**Metal layers overlaid**

Only two layers are drawn.
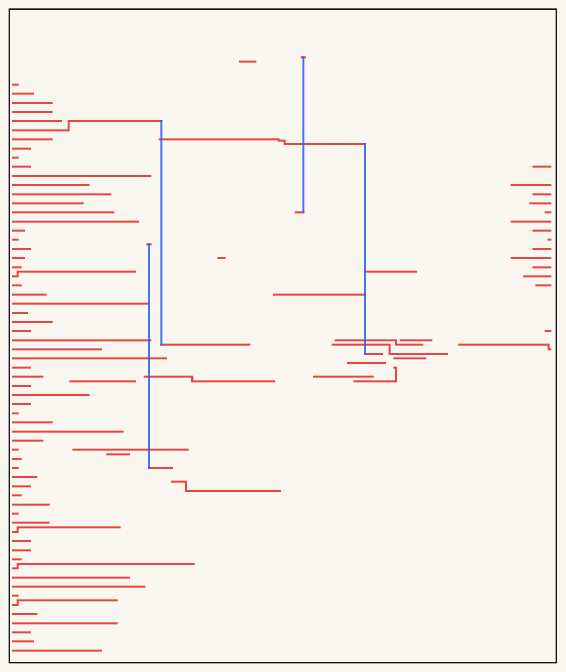
**Sequential cells grouped by signal name**

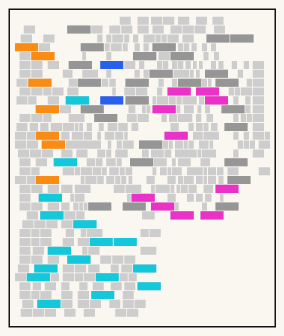
**Track usage over the die**

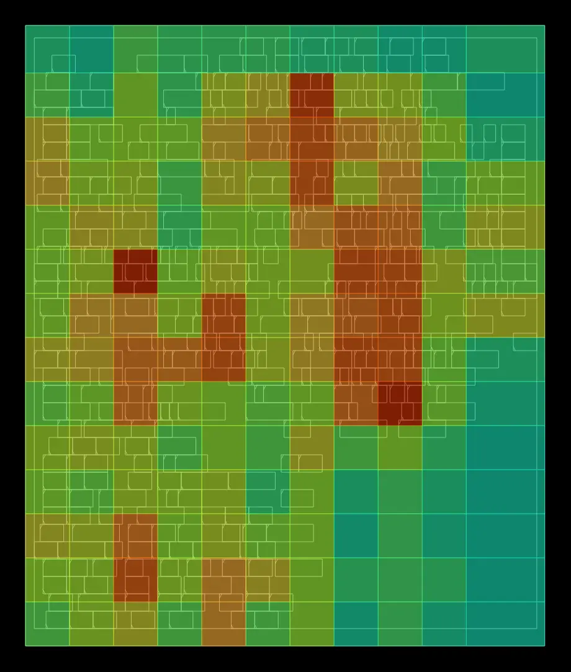
**I/O pins on the die edge**

Pins as bars across the die edge, other pins in gray.
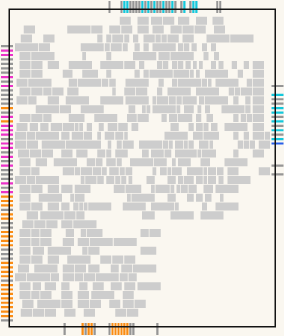
**M3 wires**

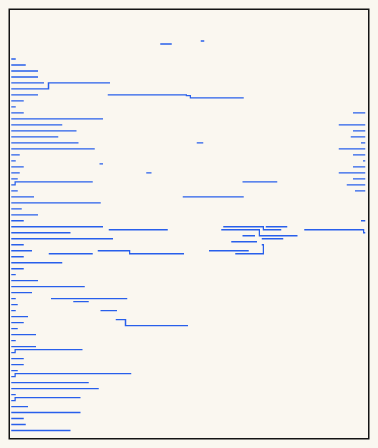
$ cat src/rtl/mmcm_drp_arbiter.sv
// Round-robin arbiter sharing one MMCM/PLL DRP port between requesters,
// with a drdy timeout and a per-requester bus and MMCM-reset lock.
module mmcm_drp_arbiter #(
    parameter int NUM_REQ = 2,
    parameter int TIMEOUT = 255
) (
    input  logic                  dclk,
    input  logic                  rst,
    input  logic [NUM_REQ-1:0]    req_valid,
    input  logic [NUM_REQ-1:0]    req_we,
    input  logic [7*NUM_REQ-1:0]  req_addr,
    input  logic [16*NUM_REQ-1:0] req_di,
    input  logic [NUM_REQ-1:0]    req_lock,
    input  logic [NUM_REQ-1:0]    req_rst_mmcm,
    output logic [NUM_REQ-1:0]    req_ready,
    output logic [NUM_REQ-1:0]    rsp_valid,
    output logic [15:0]           rsp_do,
    output logic                  rsp_timeout,
    output logic [6:0]            daddr,
    output logic [15:0]           din,
    output logic                  den,
    output logic                  dwe,
    input  logic [15:0]           dout,
    input  logic                  drdy,
    output logic                  rst_mmcm,
    output logic                  busy
);
    localparam int IW = (NUM_REQ > 1) ? $clog2(NUM_REQ) : 1;
    localparam logic [9:0] TO_LAST = 10'(TIMEOUT - 1);

    typedef enum logic [1:0] {
        IDLE,
        ISSUE,
        WAIT
    } state_t;

    state_t             state_q;
    logic [IW-1:0]      ptr_q;
    logic [IW-1:0]      owner_q;
    logic [IW-1:0]      owner_d;
    logic [IW-1:0]      cur_q;
    logic [IW-1:0]      gnt;
    logic               lock_q;
    logic               lock_d;
    logic               lock_eff;
    logic               found;
    logic [NUM_REQ-1:0] elig;
    logic [9:0]         cnt_q;
    logic [6:0]         addr_q;
    logic [15:0]        di_q;
    logic               den_q;
    logic               dwe_q;
    logic [NUM_REQ-1:0] rsp_valid_q;
    logic [15:0]        rsp_do_q;
    logic               rsp_to_q;
    logic               rst_mmcm_q;

    function automatic logic [IW-1:0] wrap(input int v);
        return IW'(v % NUM_REQ);
    endfunction

    // A lock whose owner has dropped req_lock is released in the
    // same IDLE cycle, so the others compete immediately.
    always_comb begin
        lock_eff = lock_q & req_lock[owner_q];
        elig     = '0;
        if (state_q == IDLE && !rst) begin
            if (lock_eff) begin
                elig[owner_q] = req_valid[owner_q];
            end else begin
                elig = req_valid;
            end
        end
        found = 1'b0;
        gnt   = '0;
        for (int k = 0; k < NUM_REQ; k++) begin
            if (!found && elig[wrap(int'(ptr_q) + k)]) begin
                found = 1'b1;
                gnt   = wrap(int'(ptr_q) + k);
            end
        end
        lock_d  = lock_q;
        owner_d = owner_q;
        if (state_q == IDLE) begin
            lock_d = lock_eff;
            if (found && req_lock[gnt]) begin
                lock_d  = 1'b1;
                owner_d = gnt;
            end
        end
        req_ready = '0;
        if (found) begin
            req_ready[gnt] = 1'b1;
        end
    end

    always_ff @(posedge dclk) begin
        if (rst) begin
            state_q     <= IDLE;
            ptr_q       <= '0;
            owner_q     <= '0;
            cur_q       <= '0;
            lock_q      <= 1'b0;
            cnt_q       <= '0;
            addr_q      <= '0;
            di_q        <= '0;
            den_q       <= 1'b0;
            dwe_q       <= 1'b0;
            rsp_valid_q <= '0;
            rsp_do_q    <= '0;
            rsp_to_q    <= 1'b0;
            rst_mmcm_q  <= 1'b0;
        end else begin
            den_q       <= 1'b0;
            dwe_q       <= 1'b0;
            rsp_valid_q <= '0;
            rsp_to_q    <= 1'b0;
            lock_q      <= lock_d;
            owner_q     <= owner_d;
            rst_mmcm_q  <= lock_d & req_rst_mmcm[owner_d];
            unique case (state_q)
                IDLE: begin
                    if (found) begin
                        cur_q   <= gnt;
                        addr_q  <= req_addr[int'(gnt)*7 +: 7];
                        di_q    <= req_di[int'(gnt)*16 +: 16];
                        den_q   <= 1'b1;
                        dwe_q   <= req_we[gnt];
                        state_q <= ISSUE;
                        if (!lock_eff) begin
                            ptr_q <= wrap(int'(gnt) + 1);
                        end
                    end
                end
                ISSUE: begin
                    state_q <= WAIT;
                    cnt_q   <= '0;
                end
                WAIT: begin
                    if (drdy) begin
                        state_q            <= IDLE;
                        rsp_valid_q[cur_q] <= 1'b1;
                        rsp_do_q           <= dout;
                    end else if (cnt_q == TO_LAST) begin
                        state_q            <= IDLE;
                        rsp_valid_q[cur_q] <= 1'b1;
                        rsp_do_q           <= '0;
                        rsp_to_q           <= 1'b1;
                    end else begin
                        cnt_q <= cnt_q + 10'd1;
                    end
                end
                default: state_q <= IDLE;
            endcase
        end
    end

    assign rsp_valid   = rsp_valid_q;
    assign rsp_do      = rsp_do_q;
    assign rsp_timeout = rsp_to_q;
    assign daddr       = addr_q;
    assign din         = di_q;
    assign den         = den_q;
    assign dwe         = dwe_q;
    assign rst_mmcm    = rst_mmcm_q;
    assign busy        = (state_q != IDLE) | lock_q;

endmodule

$ cat config.mk
export PLATFORM = sky130hd
export DESIGN_NAME = mmcm_drp_arbiter
export DESIGN_NICKNAME = d
export VERILOG_FILES = /design/src/rtl/mmcm_drp_arbiter.sv
export SDC_FILE = /design/constraint.sdc
export NUM_CORES = 1
export LEC_CHECK = 0
export CORE_ASPECT_RATIO = 1.2
export CORE_UTILIZATION = 35
export DETAILED_ROUTE_END_ITERATION = 8
export GPL_TIMING_DRIVEN = 0
export PLACE_DENSITY = 0.8
export SLEW_MARGIN = 15
export SYNTH_ARGS = -nofsm -noshare
export SYNTH_HDL_FRONTEND = slang
export SYNTH_SLANG_ARGS = --single-unit
$ cat constraint.sdc
create_clock -name dclk -period 4 [get_ports dclk]
set_input_delay 0.6 -clock dclk [delete_from_list [all_inputs] [get_ports dclk]]
set_output_delay 0.6 -clock dclk [all_outputs]
set_load 0.005 [all_outputs]
==> notes.md <==
run results: status=finished, final reports clean, Seq pwr share=45.1%, CP peak stage delay=540 ps, non-clk buf share=31.53%, flop share of the area=between 20% and 30%, Int Power=~1100 uW, Die Ht=between 90 and 100 um, DP Area=between 3000 and 4000 um^2, hold path startpoint=cur_q$_SDFFE_PP0P_, Clock-cell share=4.629%, Synth area leader=dfxtp_1, I/O Buffers=119, final worst slack=795.3 ps, Clock Buffer Count=10, Area leader share=a little under half, post-route minimum period=3205 ps, synth warn=0, Num CTS Buffers=9, IO Pins=121, Seq cells post-synth=61, top cells by count=61 x dfxtp_1, 27 x a21oi_1, 24 x nand3_1, 24 x nor3b_1, 23 x a221o_1, nonclk inv count=6, Filler cells=659, WL met2=3.630 mm, num rows=34, Worst EP arrival=~2600 ps, sequential power=~670 uW, RSZ-0062 raised after global routing=false, H-tree depth=3, Slew @ Worst Pin=606.6 ps, VDD IR max=around 0.00023 V, NumNets Final=484, Crit Path Class=in -> out, WP buf/inv=4, hold-critical path depth=1, initial antenna violation count=0, cell family with most CP delay=buffers and inverters, hold_buf cts=0, Sw Pwr=~380 uW, vias in the first global route=~2700, Init Core Util=between 30% and 40%, leading cell types in the layout, fill and taps excluded=119 x clkdlybuf4s50_1, 61 x dfxtp_1, 27 x a21oi_1, die width=81.28 um, MUX share of area=between 1 and 1.5%, DRT antenna net count=0, Peak Freq=0.3120 GHz, logic share of the area=31.04%, post-synthesis instance area=2640 um^2, CTS root buf=clkbuf_8, critical path, cell by cell=clkdlybuf4s50_1 > nand3_1 > nand3b_1 > and4_1 > buf_2 > buf_2 > clkdlybuf4s50_1, crit path DRT=3400 ps, number of nets at floorplan=about 350, Core Area=7274 um^2, Comb power=282 uW, Slew headroom=59.31%, Clock group=~540 uW, DRT iter0 DRCs=129, Gate Area=1284 um^2, Final Non-Filler Cells=504, Pwr top=sequential cells, via density per instance=between 5 and 6, Yosys chip area=roughly 2600 um^2, Setup crit start kind=primary input, Leak=between 0.001 and 0.0015 uW, prevailing post-synth register cell=dfxtp_1, Tot Pwr=1492 uW, Max clock buf depth=2
About 'metal layers overlaid':
legend:
  red:
    layer: metal 3
    wire_length: 741 um
  blue:
    layer: metal 4
    wire_length: 121 um
WL final: 7.359 mm
DR WL/cell: 14.60 um

About 'sequential cells grouped by signal name':
legend:
  blue:
    signal: rsp_valid
    sequential_cells: 2
  magenta:
    signal: cnt_q
    sequential_cells: 10
  orange:
    signal: daddr
    sequential_cells: 7
  cyan:
    signal: din
    sequential_cells: 16
not colored: 26

About 'track usage over the die':
grt peak-use layer: met2
met2 GRT Util: 32.18%

About 'I/O pins on the die edge':
legend:
  cyan:
    port: dout
    pins: 16
    direction: input
    edge: 10 top, 6 right
  magenta:
    port: req_addr
    pins: 14
    direction: input
    edge: left
  orange:
    port: req_di
    pins: 32
    direction: input
    edge: 23 left, 9 bottom
  blue:
    port: drdy
    pins: 1
    direction: input
    edge: right
all pins by edge: 63 left, 27 top, 16 bottom, 15 right

About 'M3 wires':
wire length on this layer: 741 um
share of all routed wire: 10%
main direction: horizontal
longest straight run: 26.2 um
vias: 2724
met3 Usage GRT: 9.014%

No activity file was given, so power comes from the tool's default toggle rates.
